## config.mk

```make
export PLATFORM = sky130hd
export DESIGN_NAME = period_meter
export DESIGN_NICKNAME = d
export VERILOG_FILES = /design/src/rtl/period_meter_pkg.sv /design/src/rtl/sync_edge_det.sv /design/src/rtl/period_meter.sv
export SDC_FILE = /design/constraint.sdc
export NUM_CORES = 1
export LEC_CHECK = 0
export ABC_AREA = 1
export CORE_MARGIN = 3
export CORE_UTILIZATION = 25
export CTS_CLUSTER_DIAMETER = 40
export CTS_CLUSTER_SIZE = 30
export DETAILED_ROUTE_END_ITERATION = 12
export GPL_ROUTABILITY_DRIVEN = 0
export PLACE_DENSITY = 0.44
export SYNTH_ARGS = -nofsm -noshare
export SYNTH_HDL_FRONTEND = slang
export SYNTH_HIERARCHICAL = 1
export SYNTH_SLANG_ARGS = --single-unit
```

## constraint.sdc

```tcl
create_clock -name clk_in -period 1.6 [get_ports clk_in]
set_input_delay 0.48 -clock clk_in [delete_from_list [all_inputs] [get_ports clk_in]]
set_output_delay 0.48 -clock clk_in [all_outputs]
set_load 0.05 [all_outputs]
```

## src/rtl/period_meter_pkg.sv

```systemverilog
// Shared types and default constants for the period meter.
package period_meter_pkg;

   typedef enum logic {
      IDLE = 1'b0,
      MEAS = 1'b1
   } pm_state_t;

   localparam int unsigned PM_CNT_W       = 32;
   localparam int unsigned PM_TIMEOUT_DEF = 20000000;

endpackage

```

## src/rtl/sync_edge_det.sv

```systemverilog
// Two-flop synchroniser plus history flop; flags rising and falling edges
// of the synchronised level.
module sync_edge_det
   import period_meter_pkg::*;
(
   input  logic clk_in,
   input  logic Res,
   input  logic d_in,
   output logic lvl,
   output logic rise,
   output logic fall
);

   logic meta;
   logic sig_s;
   logic sig_d;

   // Synchroniser chain and one-cycle history of the synchronised level
   always_ff @(posedge clk_in) begin
      if (Res) begin
         meta  <= 1'b0;
         sig_s <= 1'b0;
         sig_d <= 1'b0;
      end else begin
         meta  <= d_in;
         sig_s <= meta;
         sig_d <= sig_s;
      end
   end

   assign lvl  = sig_s;
   assign rise = sig_s & ~sig_d;
   assign fall = ~sig_s & sig_d;

endmodule

```

## src/rtl/period_meter.sv

```systemverilog
// Measures the period (and optionally high time) of a slow asynchronous
// square wave in clk_in cycles, with a sticky no-edge timeout.
// Optional feature macro: PERIOD_METER_DUTY_EN builds the high-time counter;
// without it high_out is tied to 0.
module period_meter
   import period_meter_pkg::*;
#(
   parameter int unsigned          CNT_W       = PM_CNT_W,
   parameter logic [CNT_W-1:0]     TIMEOUT_CYC = CNT_W'(PM_TIMEOUT_DEF)
) (
   input  logic             clk_in,
   input  logic             Res,
   input  logic             sig_in,
   output logic [CNT_W-1:0] period_out,
   output logic [CNT_W-1:0] high_out,
   output logic             period_vld,
   output logic             timeout,
   output logic             busy
);

   pm_state_t        state;
   pm_state_t        state_nxt;
   logic [CNT_W-1:0] cnt;
   logic [CNT_W-1:0] cnt_nxt;
   logic [CNT_W-1:0] period_nxt;
   logic             vld_nxt;
   logic             timeout_nxt;
   logic             busy_nxt;
   logic             lvl;
   logic             rise;
   logic             fall;
   logic             unused_fall;

   // High time is counted from the level itself; the fall strobe is spare
   assign unused_fall = fall;

   sync_edge_det u_sync (
      .clk_in (clk_in),
      .Res    (Res),
      .d_in   (sig_in),
      .lvl    (lvl),
      .rise   (rise),
      .fall   (fall)
   );

   // State, period counter and registered outputs
   always_ff @(posedge clk_in) begin
      if (Res) begin
         state      <= IDLE;
         cnt        <= '0;
         period_out <= '0;
         period_vld <= 1'b0;
         timeout    <= 1'b0;
         busy       <= 1'b0;
      end else begin
         state      <= state_nxt;
         cnt        <= cnt_nxt;
         period_out <= period_nxt;
         period_vld <= vld_nxt;
         timeout    <= timeout_nxt;
         busy       <= busy_nxt;
      end
   end

   // Next-state and output decode; a rise wins over a same-cycle timeout
   always_comb begin
      state_nxt   = state;
      cnt_nxt     = cnt;
      period_nxt  = period_out;
      vld_nxt     = 1'b0;
      timeout_nxt = timeout;
      case (state)
         IDLE: begin
            if (rise) begin
               state_nxt = MEAS;
               cnt_nxt   = CNT_W'(1);
            end
         end
         MEAS: begin
            if (rise) begin
               period_nxt  = cnt;
               vld_nxt     = 1'b1;
               timeout_nxt = 1'b0;
               cnt_nxt     = CNT_W'(1);
            end else if (cnt == TIMEOUT_CYC) begin
               state_nxt   = IDLE;
               timeout_nxt = 1'b1;
            end else begin
               cnt_nxt = cnt + CNT_W'(1);
            end
         end
         default: state_nxt = IDLE;
      endcase
      busy_nxt = (state_nxt == MEAS);
   end

`ifdef PERIOD_METER_DUTY_EN
   logic [CNT_W-1:0] hcnt;
   logic [CNT_W-1:0] hcnt_nxt;
   logic [CNT_W-1:0] high_q;
   logic [CNT_W-1:0] high_nxt;

   // High-time counter; once the level drops it cannot rise again without a rise strobe
   always_comb begin
      hcnt_nxt = hcnt;
      high_nxt = high_q;
      if (rise) begin
         if (state == MEAS) begin
            high_nxt = hcnt;
         end
         hcnt_nxt = CNT_W'(1);
      end else if ((state == MEAS) && (cnt != TIMEOUT_CYC) && lvl) begin
         hcnt_nxt = hcnt + CNT_W'(1);
      end
   end

   // High-time registers
   always_ff @(posedge clk_in) begin
      if (Res) begin
         hcnt   <= '0;
         high_q <= '0;
      end else begin
         hcnt   <= hcnt_nxt;
         high_q <= high_nxt;
      end
   end

   assign high_out = high_q;
`else
   assign high_out = '0;
`endif

endmodule

```

Metal 1:
Bar = 50 microns. Cells faint in the background.
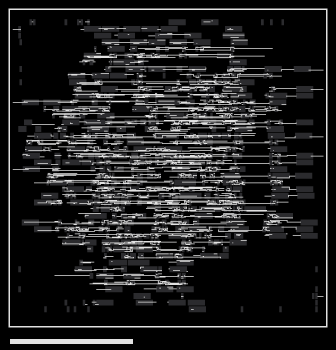
The longest straight run is 48.8 microns. The layer carries 5460 microns of wire. The layer holds 46% of the routed length. 616 nets have wire on it. The wires run mostly horizontal.

M2 wires:
Cells faint in the background.
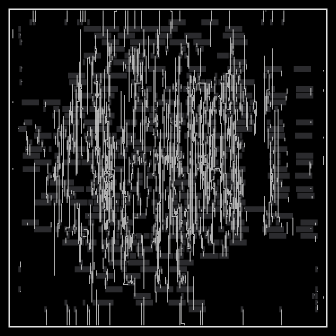
The layer carries 5610 microns of wire. The layer holds 47% of the routed length.
met2 usage: 22.9%
Vias: 3835
routed wire length: 11.9 mm

==> deck_impl_summary.md <==
Physical Implementation Snapshot

Pwr
  – Clock power share: a little under half
  – Comb power frac: 10.0%
  – Pwr dens: 709 mW/mm^2
  – P_int: just over 0.003 W
  – Max VDD drop: 0.442 mV
  – Switch share: about 26%
  – Psw: 0.00106 W
  – Reg power frac: between 40% and 50%
  – Lkg Pwr: 2.29 nW

Logic synthesis
  – Synthesis warning total: 6
  – Synth Instances: 556
  – Post-Syn Area: 0.00377 sq mm
  – Avg Cell Area, Syn: 6.77 sq um

Drt
  – DRC viols: 0
  – ANT nets after route: 0
  – Vias per inst: 4.41
  – DR WL met2: 5.61 mm
  – M1 wire length: 5.46 mm
  – Avg WL per Cell: between 10 and 15 microns
  – Top routing layer in use: met4
  – Met3 wire len: 521 microns
  – First-iteration detailed-routing DRC count: 197
  – Pre-antenna DRT Iters: 4

Layout
  – Area growth syn-to-layout: 56.2%
  – Post-route cell area: 0.00588 sq mm
  – Top Layout Cells: nand2_1 (99), buf_4 (88), nand3_1 (64), dfxtp_1 (56), inv_1 (54)
  – Antenna diodes: 0
  – Fin cells: between 800 and 900
  – Nets: 688
  – Share of cells above drive strength 1: about two fifths
  – Dominant logic cell type in the layout: nand2_1

Setup path
  – Slowest CP cell: dfxtp_2
  – CP max FO: 7
  – CP top delay family: simple AND/OR/NAND/NOR gates
  – CP startpoint: cnt[13]$_SDFFE_PP0P_
  – FF-to-FF path depth: 11
  – Max stage delay on crit path: 0.33 ns
  – Worst Setup End Kind: register
  – Critical Path End: cnt[29]$_SDFFE_PP0P_
  – Crit-path cells: inv_2 -> nor2_4 -> nand2_2 -> nor2_4 -> nand2_2 -> nor2_4 -> nor2_8 -> nor2_8 -> buf_12 -> nand2_4 -> a21oi_2
  – Startpoint types: register
  – Critical Path AT: 1.91 ns
  – Worst path buffer plus inverter count: 2
  – CP Class: reg -> reg
  – Capturing point of the worst reg2reg path: cnt[29]$_SDFFE_PP0P_
  – Worst flop-to-flop path startpoint: cnt[13]$_SDFFE_PP0P_
  – Worst path depth: 11
  – Crit path top cell by count: nor2_4
  – Worst EP required: 1.88 ns
  – Reg2reg setup slack: -0.03 ns

STA
  – Fmax achieved: approximately 0.61 GHz
  – Final min period: 1.63 ns
  – Skew final: 0.00662 ns
  – Setup ws final: -0.0337 ns
  – Cycle use final: 102%
  – Total negative slack: -0.173 ns
  – Slew Viols, Final: 0
  – Setup violators final: 9
  – Final hold vios: 0
  – Hold Slack: 0.408 ns
  – RSZ-0062 raised after global routing: true

Clocking
  – Resized cells post-CTS: 14
  – CTS Sinks: around 70
  – Hold_buf cts: 0
  – Num CTS Buffers: 9
  – CTS clock-pin slew for the worst setup and hold paths: 0.06 ns
  – Postcts setup bufs: 3
  – CTS tree: built
  – Late-Pin Clk Latency: about 0.35 ns
  – H-tree depth: 3
  – CTS max path bufs: 2
  – Root buf cell: clkbuf_16

Die
  – Core area: 0.0146 sq mm
  – Die area: 0.0166 sq mm
  – Row count: 44
  – Die span in x: 129 microns
  – Die height: 129 microns
  – I/O pins: 70
  – Initial Util: 25.7%

Placed design
  – DP Wirelength: 8.74 mm
  – Port Buffers: 37
  – Placed instance count: 844
  – Post-DP Area: roughly 0.0052 sq mm

Global routing
  – Met1 Resource Use GR: 18.6%
  – Initial antenna violation count: 0
  – Grt peak-use layer: met2
  – Vias in the first global route: 3641
  – M3 GR Usage: 3.32%
  – Grt ovf: 0
  – First-pass GRT wire length: about 18 mm
  – Largest net degree at the start of global routing: 42
  – GRT Total Usage: between 10 and 15%

Outcome
  – Failing checks: setup timing
  – Outcome: finished, violations left

Worst hold path
  – Hold Path Class: reg -> reg

Job
  – Max cap viols: 0
  – Warning total across the stage logs: 29
-- metrics by stage --
stage / setup slack [ns] / util (%) / power (W)
after detailed placement: -0.175 / 35.5 / 0.00217
after CTS: -0.0157 / 37.9 / 0.00418
final: -0.0337 / 40.2 / 0.00417
after floorplan: 0.0795 / - / 0.00214
after global routing: -0.111 / 40.2 / 0.00431
after global placement: -0.147 / 35.5 / 0.00217
-- state kept, by name (all words and copies together) (netlist names) --
name / count
u_sync/lvl: 1
u_sync/meta: 1
state: 1
period_vld: 1
u_sync/sig_d: 1
timeout: 1
cnt: 32
period_out: 32
-- area by class of cell --
cell class	instances	area, sq um
Multi-Input combinational cell	402	2110
Sequential cell	70	1420
Clock buffer	14	294
Fill cell	1504	8760
Inverter	64	240
Timing Repair Buffer	136	1590
Tap cell	184	230
-- worst min path at each step --
stage / startpoint / end / slack, ns / cells past startpoint
floorplan: u_sync/meta$_SDFF_PP0_ / u_sync/lvl$_SDFF_PP0_ / 0.39 / 2
global placement: u_sync/meta$_SDFF_PP0_ / u_sync/lvl$_SDFF_PP0_ / 0.40 / 2
detailed placement: u_sync/meta$_SDFF_PP0_ / u_sync/lvl$_SDFF_PP0_ / 0.40 / 2
CTS: u_sync/meta$_SDFF_PP0_ / u_sync/lvl$_SDFF_PP0_ / 0.41 / 2
global route: u_sync/meta$_SDFF_PP0_ / u_sync/lvl$_SDFF_PP0_ / 0.44 / 2
finish: u_sync/meta$_SDFF_PP0_ / u_sync/lvl$_SDFF_PP0_ / 0.41 / 2
-- power by group through the flow --
stage	Combinational [W]	Clock (W)	Sequential [W]
3_5_place_dp	0.000376	0	0.00180
5_1_grt	0.000441	0.00210	0.00176
6_report	0.000417	0.00199	0.00176
3_3_place_gp	0.000375	0	0.00179
4_1_cts	0.000377	0.00204	0.00176
2_1_floorplan	0.000336	0	0.00180
No activity file was given, so power comes from the tool's default toggle rates.
